File: src/rtl/uart_tx_responder.sv
// uart_tx_responder: memory-mapped UART transmitter with a TX FIFO and an 8N1 serializer.
// Ports: clock/reset (sync, active-high); bus_address, bus_write_data, bus_format,
// bus_read_enable, bus_write_enable from the core; bus_data_fetched read data (0 when
// not selected); uart_tx serial line (idle high); tx_empty_irq (FIFO empty and idle).
// Registers: DATA at offset 0x0 (write pushes a byte, reads 0), STATUS at offset 0x4
// = {count[3:0], overflow, busy, empty, full}; writing STATUS bit 3 clears overflow.
// Option: define UART_TX_PARITY_EN to append an even parity bit (11-bit frame).
module uart_tx_responder #(
    parameter logic [31:0] BASE_ADDRESS = 32'hFF20_0100,
    parameter int          CLKS_PER_BIT = 434,
    parameter int          FIFO_DEPTH   = 8
) (
    input  logic        clock,
    input  logic        reset,
    input  logic [31:0] bus_address,
    input  logic [31:0] bus_write_data,
    input  logic [2:0]  bus_format,
    input  logic        bus_read_enable,
    input  logic        bus_write_enable,
    output logic [31:0] bus_data_fetched,
    output logic        uart_tx,
    output logic        tx_empty_irq
);
    localparam int AW = $clog2(FIFO_DEPTH);
    localparam int CW = $clog2(CLKS_PER_BIT);
    localparam logic [CW-1:0] RELOAD = CW'(CLKS_PER_BIT - 1);

`ifdef UART_TX_PARITY_EN
    typedef enum logic [2:0] {IDLE, START, DATA, PARITY, STOP} state_t;
    logic parity;
`else
    typedef enum logic [2:0] {IDLE, START, DATA, STOP} state_t;
`endif

    state_t        state;
    logic [7:0]    mem [FIFO_DEPTH];
    logic [AW-1:0] wr_ptr, rd_ptr;
    logic [4:0]    count;
    logic          overflow;
    logic [CW-1:0] bit_cnt;
    logic [2:0]    bit_idx;
    logic [7:0]    shreg;
    logic          sel, data_wr, stat_wr, full, empty, busy, bit_done, push, pop;
    logic [31:0]   status;
    logic          unused_bits;

    assign sel      = bus_address[31:3] == BASE_ADDRESS[31:3];
    assign data_wr  = sel & ~bus_address[2] & bus_write_enable;
    assign stat_wr  = sel & bus_address[2] & bus_write_enable;
    assign full     = count == 5'(FIFO_DEPTH);
    assign empty    = count == 5'd0;
    assign busy     = state != IDLE;
    assign bit_done = bit_cnt == '0;
    assign push     = data_wr & ~full;
    // Pop when idle, or at the last STOP cycle so the next frame follows with no gap.
    assign pop      = ~empty & (state == IDLE | (state == STOP & bit_done));
    assign status   = {24'b0, count[3:0], overflow, busy, empty, full};
    assign bus_data_fetched = (sel & bus_read_enable & bus_address[2]) ? status : 32'h0;
    assign tx_empty_irq = empty & ~busy;
    assign unused_bits  = ^{bus_format, bus_address[1:0], bus_write_data[31:8]};

    always_ff @(posedge clock)
        if (push) mem[wr_ptr] <= bus_write_data[7:0];

    always_ff @(posedge clock) begin
        if (reset) begin
            state    <= IDLE;
            wr_ptr   <= '0;
            rd_ptr   <= '0;
            count    <= '0;
            overflow <= 1'b0;
            bit_cnt  <= '0;
            bit_idx  <= '0;
            shreg    <= '0;
            uart_tx  <= 1'b1;
`ifdef UART_TX_PARITY_EN
            parity   <= 1'b0;
`endif
        end else begin
            if (push) wr_ptr <= wr_ptr + AW'(1);
            if (pop) rd_ptr <= rd_ptr + AW'(1);
            count <= count + 5'(push) - 5'(pop);
            if (data_wr & full) overflow <= 1'b1;
            else if (stat_wr & bus_write_data[3]) overflow <= 1'b0;
            if (pop) begin
                state   <= START;
                shreg   <= mem[rd_ptr];
                bit_cnt <= RELOAD;
                bit_idx <= '0;
                uart_tx <= 1'b0;
`ifdef UART_TX_PARITY_EN
                parity  <= ^mem[rd_ptr];
`endif
            end else if (busy) begin
                if (!bit_done) bit_cnt <= bit_cnt - CW'(1);
                else begin
                    bit_cnt <= RELOAD;
                    case (state)
                        START: begin
                            state   <= DATA;
                            uart_tx <= shreg[0];
                        end
                        DATA: begin
                            bit_idx <= bit_idx + 3'd1;
                            if (bit_idx == 3'd7) begin
`ifdef UART_TX_PARITY_EN
                                state   <= PARITY;
                                uart_tx <= parity;
`else
                                state   <= STOP;
                                uart_tx <= 1'b1;
`endif
                            end else begin
                                shreg   <= shreg >> 1;
                                uart_tx <= shreg[1];
                            end
                        end
`ifdef UART_TX_PARITY_EN
                        PARITY: begin
                            state   <= STOP;
                            uart_tx <= 1'b1;
                        end
`endif
                        default: begin
                            state   <= IDLE;
                            uart_tx <= 1'b1;
                        end
                    endcase
                end
            end
        end
    end
endmodule

File: config.mk
export PLATFORM = sky130hd
export DESIGN_NAME = uart_tx_responder
export DESIGN_NICKNAME = d
export VERILOG_FILES = /design/src/rtl/uart_tx_responder.sv
export SDC_FILE = /design/constraint.sdc
export NUM_CORES = 1
export LEC_CHECK = 0
export CELL_PAD_IN_SITES_DETAIL_PLACEMENT = 1
export CELL_PAD_IN_SITES_GLOBAL_PLACEMENT = 2
export CORE_MARGIN = 2
export CORE_UTILIZATION = 30
export DETAILED_ROUTE_END_ITERATION = 10
export PLACE_DENSITY_LB_ADDON = 0.15
export SETUP_SLACK_MARGIN = 0.1
export SYNTH_ARGS = -nofsm -noshare
export SYNTH_HDL_FRONTEND = slang
export SYNTH_SLANG_ARGS = --single-unit
File: constraint.sdc
create_clock -name clock -period 3 [get_ports clock]
set_input_delay 0.6 -clock clock [delete_from_list [all_inputs] [get_ports clock]]
set_output_delay 0.6 -clock clock [all_outputs]
set_load 0.1 [all_outputs]
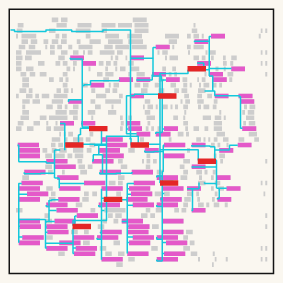
(images/clock_map.png)
Drawn at 2 px/um.
[magenta] flip-flops | count: 102
[cyan] clock wires | length: 1230 um
[red] cells driving clock nets | count: 9
routed clock nets: 10

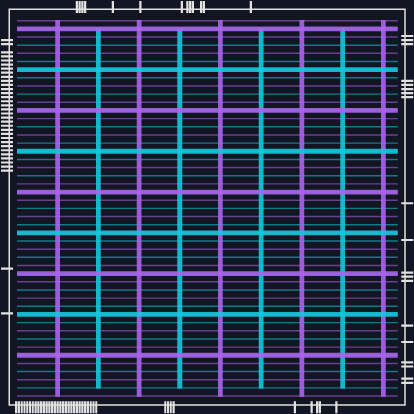
(images/pdn.png)
Drawn at 3 px/um. Pins as bars on the die edge.
[purple] VSS
[cyan] VDD
met5 straps: 9
signal pins: 105

==> impl_metrics.py <==
# Metrics from the implementation run
metrics = {
    "power": {
        "pwr-share-clk": 0.246,
        "ir_drop_mv": 0.303,
        "p_comb_frac": 0.388,
        "power_density_nw_per_um2": 779,
        "intPower_mw": 3.12,
        "pwr-share-seq": 0.365,
        "power.switching_mw": 1.89,
        "leakage_nw": 2.31,
        "switching_share": 0.378,
    },
    "routing": {
        "drc_errors": 0,
        "post_drt_wl_per_cell_um": 16.7,
        "drtPass1Iterations": 4,
        "dr.first_iter.drc_count": 182,
        "drtAntennaViolNets": 0,
        "vias": 3457,
        "drt_wl_total_mm": 11.9,
        "viasPerCell": 4.84,
    },
    "grt": {
        "track_usage": 0.143,
        "grt_max_degree": 37,
        "grt_overflow_total": 0,
        "grt_pass1_wl_mm": 19.3,
        "grt_antenna_before_repair": 0,
        "grt_pass1_vias": 3645,
    },
    "final_layout": {
        "mostFrequentLayoutCell": "edfxtp_1",
        "fin_nets": 581,
        "area_delta_synth_final_pct": 32.0,
        "drive_above_1_share": 0.225,
        "final_util": 0.405,
        "final_cell_mix": "edfxtp_1, buf_4, dfxtp_1",
    },
    "final_timing": {
        "min_period_ns": 3.01,
        "worst_hold_slack_ns": 0.471,
        "period_used_share": 1.00,
        "hold_viol_final": 0,
        "finalSetupViolations": 4,
        "fin_skew_ns": 0.00814,
        "slew_headroom": 0.476,
        "worst_slew_pin_slew_ns": 0.784,
        "fmaxAchievable_mhz": 333,
        "finalSetupTns_ns": -0.0209,
        "setup_slack_ns": -0.00647,
        "drv_slew": 0,
    },
    "cts": {
        "clock_path_buffers": 2,
        "cts_tree": "done",
        "ctsHoldBuffers": 0,
        "cts_root_buf": "clkbuf_16",
        "worstSkewPairLatency_ns": 0.35,
        "htreeDepth": 3,
        "cts_sinks": 102,
        "clk_pin_slew_ns": 0.07,
        "cts_made_buffers": 9,
    },
    "synthesis": {
        "xor_area_frac": 0.0198,
        "netlist_instances": 406,
        "muxShareOfSynthArea": 0.0743,
        "synth_cell_types": 56,
        "ys_sh_aoi": 0.117,
        "ys.flops": 102,
        "seq_area_frac_synth": 0.551,
        "ff_type": "edfxtp_1",
        "synth.avg_cell_area_um2": 12.0,
        "simple_gate_share": 0.130,
        "fa_ha_area_frac": 0.0452,
        "logic_family": "simple AND/OR/NAND/NOR gates",
        "yosysCellCount": 406,
        "ys_area_um2": 4870,
        "netlist_area_um2": 4870,
        "edf_count": 64,
        "synth_warnings": 0,
    },
    "placement": {
        "place_congestion": 0.722,
        "place_hpwl_mm": 8.66,
        "place_area_um2": 6000,
        "dp_slack_ns": -0.707,
        "portBuffers": 51,
    },
    "setup_path": {
        "crit_required_ns": 2.40,
        "path_max_fanout": 8,
        "path_class": "primary input to primary output",
        "critPathLaunchType": "primary input",
        "worst_ep_arrival_time_ns": 2.41,
        "end_kind": "primary output",
    },
    "flow_run": {
        "max_cap_viol_count": 0,
        "warnings": 64,
    },
    "floorplanning": {
        "io_pins": 105,
        "coreArea_um2": 15900,
        "initCoreUtil": 0.307,
        "die_h_um": 131,
        "row_count": 46,
        "die-area_um2": 17300,
    },
    "run_status": {
        "status": "finished with violations",
        "violations": "negative setup slack",
    },
}
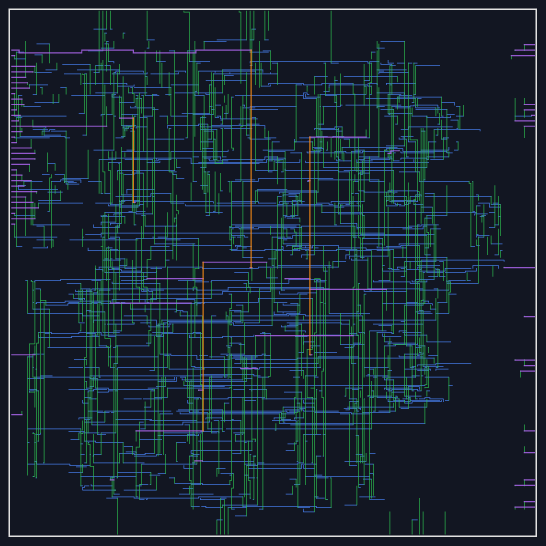
(images/metal_stack.png)
Drawn at 4 px/um.
[purple] met3 | wire length: 408 um
[green] met2 | wire length: 5910 um
[blue] met1 | wire length: 5460 um
[orange] met4 | wire length: 172 um

==> logic make-up after synthesis <==
logic type | Yosys count
xor gates and xnor gates | 11
buffers and inverters | 54
adders and majority gates | 17
muxes | 36
other | 1
and+or+nand+nor | 107
AOI/OAI and AO/OA | 78
DFF | 102
==> worst max-delay path: stages <==
cell    delay (ns)
buf_6         0.09
or4_4         0.52
or4_4         0.53
buf_12        0.18
nor4_4        0.27
buf_12        0.21
==> layer usage <==
metal	vias to the layer above	share of wire	GRT usage
li1	1682	-	-
met1	1686	0.46	0.184
met4	0	0.014	0.0435
met2	76	0.49	0.243
met3	13	0.034	0.0278
met5	-	0	0
==> stage by stage <==
step | total power [mW] | std cells
2_1_floorplan | 3.12 | 429
6_report | 5.01 | 714
3_5_place_dp | 3.77 | 693
3_3_place_gp | 3.74 | 693
4_1_cts | 5.06 | 713
5_1_grt | 5.32 | 714
==> state kept, by name, indices dropped and copies added (netlist names), named ones only <==
signal	flops
mem	64
bit_cnt	9
shreg	8
count	5
bit_idx	3
rd_ptr	3
wr_ptr	3
state	2
overflow	1
uart_tx	1
==> worst paths after layout <==
| path | cells past startpoint | to | from | slack [ns] |
|---|---|---|---|---|
| max reg2reg | 12 | count[4]$_SDFF_PP0_ | count[2]$_SDFF_PP0_ | 0.12 |
| min reg2reg | 1 | uart_tx$_SDFFE_PP1P_ | uart_tx$_SDFFE_PP1P_ | 0.47 |
| max | 6 | bus_data_fetched[5] | bus_address[23] | -0.006 |
| min | 1 | uart_tx$_SDFFE_PP1P_ | uart_tx$_SDFFE_PP1P_ | 0.47 |
==> cell usage after synthesis, drive strengths merged (9+ instances only) <==
| library cell | instances | area, um^2 |
|---|---|---|
| mux2i | 35 | 350 |
| clkbuf | 9 | 33.8 |
| edfxtp | 64 | 1920 |
| a22oi | 16 | 120 |
| buf | 33 | 225 |
| nand3 | 12 | 65.1 |
| nor2 | 21 | 78.8 |
| a211oi | 9 | 67.6 |
| a311oi | 9 | 78.8 |
| nor3 | 11 | 60.1 |
| ha | 16 | 200 |
| a21oi | 13 | 65.1 |
| dfxtp | 38 | 761 |
| nand4 | 9 | 56.3 |
| inv | 12 | 45.0 |
| nor4 | 13 | 81.3 |
| o21ai | 14 | 70.1 |
==> repair_timing <==
item / 4_1_cts / 5_1_grt
buffers inserted: 4 / 1
pin swaps: 19 / 2
resized: 36 / 3
endpoints found under the setup margin: 10 / 9
==> cell type report <==
class / count / area (um^2)
Clock inverter: 7 / 90.1
Sequential cell: 102 / 2680
Inverter: 12 / 45.0
Timing Repair Buffer: 95 / 936
Tap cell: 216 / 270
Fill cell: 1724 / 9460
Clock buffer: 9 / 225
Multi-Input combinational cell: 273 / 2180
==> power groups by stage <==
stage | clock network [mW] | logic (mW) | registers, mW
finish | 1.23 | 1.94 | 1.83
global route | 1.33 | 2.14 | 1.86
CTS | 1.28 | 1.94 | 1.83
detailed placement | 0 | 1.90 | 1.86
global placement | 0 | 1.88 | 1.86
floorplan | 0 | 1.33 | 1.79
No activity file was given, so power comes from the tool's default toggle rates.
